==> config.mk <==
export PLATFORM = sky130hd
export DESIGN_NAME = psram_arbiter_flat
export DESIGN_NICKNAME = d
export VERILOG_FILES = /design/src/rtl/psram_pkg.sv /design/src/rtl/psram_arbiter_if.sv /design/src/rtl/sync2.sv /design/src/rtl/psram_arbiter.sv /design/src/flat_wrapper.sv
export SDC_FILE = /design/constraint.sdc
export NUM_CORES = 1
export LEC_CHECK = 0
export CAP_MARGIN = 20
export CORE_MARGIN = 5
export CORE_UTILIZATION = 40
export DETAILED_ROUTE_END_ITERATION = 8
export GPL_ROUTABILITY_DRIVEN = 0
export PLACE_DENSITY_LB_ADDON = 0.1
export SYNTH_ARGS = -nofsm -noshare
export SYNTH_HDL_FRONTEND = slang
export SYNTH_SLANG_ARGS = --single-unit
==> constraint.sdc <==
create_clock -name clk -period 2.9 [get_ports clk]
set_input_delay 0.435 -clock clk [delete_from_list [all_inputs] [get_ports clk]]
set_output_delay 0.435 -clock clk [all_outputs]
set_load 0.02 [all_outputs]
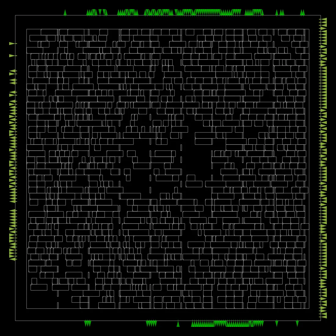
(placement view)
utilization after layout: 0.632
fillers: 1393
num rows: 46
flop share of the area: 0.288
total core area: 15800 um2

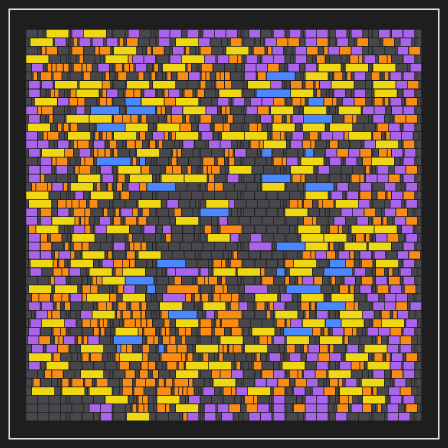
(placed cells, one color a class)
Fill, decap, tap and diode cells in gray.
legend:
  purple:
    class: other buffers and delay cells
    cells: 295
    share_of_their_area: 30%
  blue:
    class: clock drivers and dummy loads
    cells: 31
    share_of_their_area: 6.3%
  orange:
    class: all other logic
    cells: 507
    share_of_their_area: 34%
  yellow:
    class: flops
    cells: 144
    share_of_their_area: 30%
Layout Cell Area excl Fill: 10000 um2

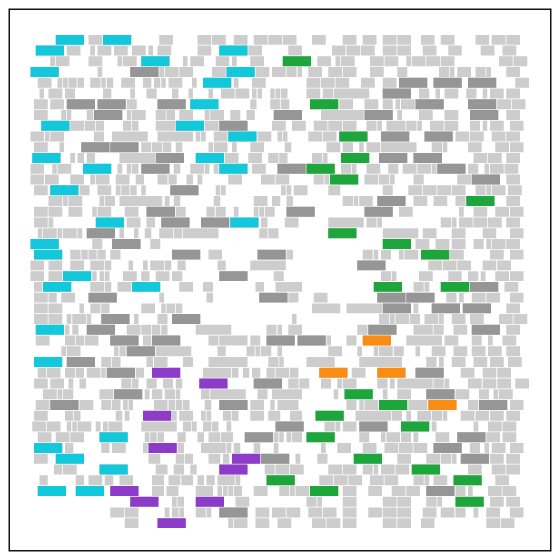
(where the registers sit)
Other sequential cells in the stronger gray, the rest of the logic in the fainter gray.
legend:
  cyan:
    name_in_the_netlist: u_core.bus.mcu_rdata
    sequential_cells: 32
  green:
    name_in_the_netlist: u_core.bus.mem_addr
    sequential_cells: 23
  orange:
    name_in_the_netlist: u_core.bus.mem_be
    sequential_cells: 4
  purple:
    name_in_the_netlist: u_core.tmo_q
    sequential_cells: 10
not colored: 75
P_seq: 2.20 mW
Register Area: 2880 um2

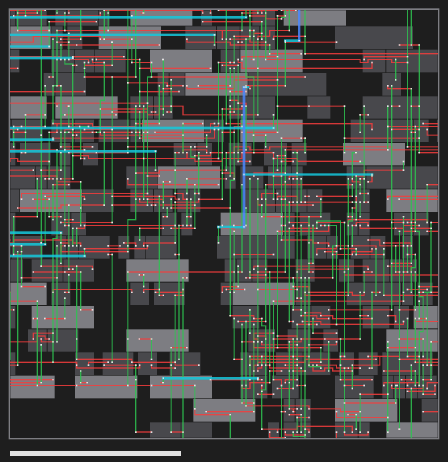
(close-up of the layout)
The bar under the picture is 20 um long. Window x 9 to 59, y 9 to 59 um. Cells in gray, sequential cells in the stronger gray; small squares are vias.
legend:
  red:
    layer: met1
  blue:
    layer: met4
  cyan:
    layer: met3
  green:
    layer: met2
sequential cells in the window: 28
cells with their middle in the window: 173
most frequent: dfxtp_1 (28), nand2_1 (17), clkdlybuf4s50_1 (17)

==> metrics.yaml <==
antenna_found_initial: 2
ios: 283
drc: 0
avgSynthCellArea_um2: 8.95
crit_arrival_ps: 2330
power.switching_mw: 1.47
cts_tree: "done"
routed_wirelength_mm: 20.2
post_cts_buffers: 0
largest_class: "multi-input combinational cells"
vdd_drop_max_uv: 382
fin_nets: 1121
clk_share: 0.0616
root_buffer: "clkbuf_16"
netlist_area_um2: 6430
run_status: "completed"
port_buffers: 282
grt_pass1_wl_mm: 30.5
worst_slew_pin_slew_ps: 630
slew_headroom: 0.580
yosys.area.top_type: "dfxtp_1"
tns_ps: 0
p_int_mw: 4.13
warning_count: 29
cts_hold_buf: 0
ys_cells: 718
compound_area_frac: 0.169
cts_buffer_depth: 2
fp_nets: 874
r2r_slack_ps: 370
flops: 144
leakage_nw: 3.47
die_y_um: 137
fmax_mhz: 362
multiInputGateArea_um2: 3240
rsz0062_at_grt: "false"
rr_worst_depth: 7
post-route-period-util: 0.952
p_comb_frac: 0.202
clockBufferCount: 22
drt_first_pass_iters: 4
final_max_slew_viol_count: 0
ys_area_um2: 6430
power.group.top: "clock"
worstPathRequired_ps: 2470
top_area_frac: 0.449
comb_cells: 503
grt_start_max_net_pins: 122
cap_viol_max_count: 0
num_vias: 5945
cp-start-kind: "register"
dr.first_iter.drc_count: 231
die_width_um: 137
buf_share: 0.297
fa_ha_area_frac: 0.00389
path_class: "reg -> out"
crit_chain: "or4b_2 -> inv_1 -> clkdlybuf4s50_1"
numCtsBuffers: 17
post_cts_resized: 0
clock_latency_ps: 420
synthXorXnorAreaFrac: 0.00273
slowest_delay_ps: 700
wl_per_cell_um: 16.9
path_max_fanout: 10
simple_gate_area_frac: 0.185
ys_ff: 144
initCoreUtil: 0.406
clk_pin_slew_ps: 60
inverters: 4
setup_viol: 0
hold_viol_final: 0
==> synth_stat cells (all sizes together) <==
library cell,number
and2,2
and3,5
a31o,2
nor4,2
a41oi,2
a221oi,1
a21boi,3
mux2i,90
clkbuf,48
a21o,1
nor2,142
nand3b,33
o211a,1
a311oi,2
o311a,1
or4b,2
o22ai,32
nand2,46
a21oi,36
buf,19
o21ai,8
o41ai,1
inv,4
nand2b,1
xor2,1
ha,2
a211oi,62
nor3,3
nand4b,1
a211o,1
xnor2,1
a31oi,3
o211ai,1
nor4b,2
a32o,2
or3,2
nor3b,2
o21a,1
nand4,1
nand3,5
dfxtp,144
==> cells in the final DEF (no fill, tap or decap), drive strengths merged, types with 4 or more instances in the layout <==
master,instances
clkdlybuf4s50,281
dfxtp,144
nor2,142
mux2i,90
a211oi,62
nand2,46
a21oi,36
nand3b,33
o22ai,32
clkbuf,22
buf,14
o21ai,8
and3,5
nand3,5
clkinv,4
==> per-stage QoR <==
stage | worst slack (ps) | hold WS (ps) | instance area, um2 | util | cells
2_1_floorplan | 608 | 412 | 6430 | - | 718
6_report | 138 | 437 | 10000 | 0.632 | 1194
4_1_cts | 113 | 440 | 9990 | 0.631 | 1193
3_3_place_gp | 214 | 428 | 9380 | 0.592 | 1162
3_5_place_dp | 224 | 427 | 9380 | 0.592 | 1162
5_1_grt | 23.7 | 460 | 10000 | 0.632 | 1194
==> worst max-delay path: cells and delay by family, from the launching register on <==
| kind | cells | cell delay [ps] |
|---|---|---|
| flops | 1 | 540 |
| simple gates | 1 | 700 |
| buf+inv | 2 | 670 |
==> routing by layer <==
layer	track usage	routed length [um]
met2	0.335	9330
met3	0.0813	1990
met4	0.0672	329
met5	0	11
met1	0.249	8570
No activity file was given, so power comes from the tool's default toggle rates.
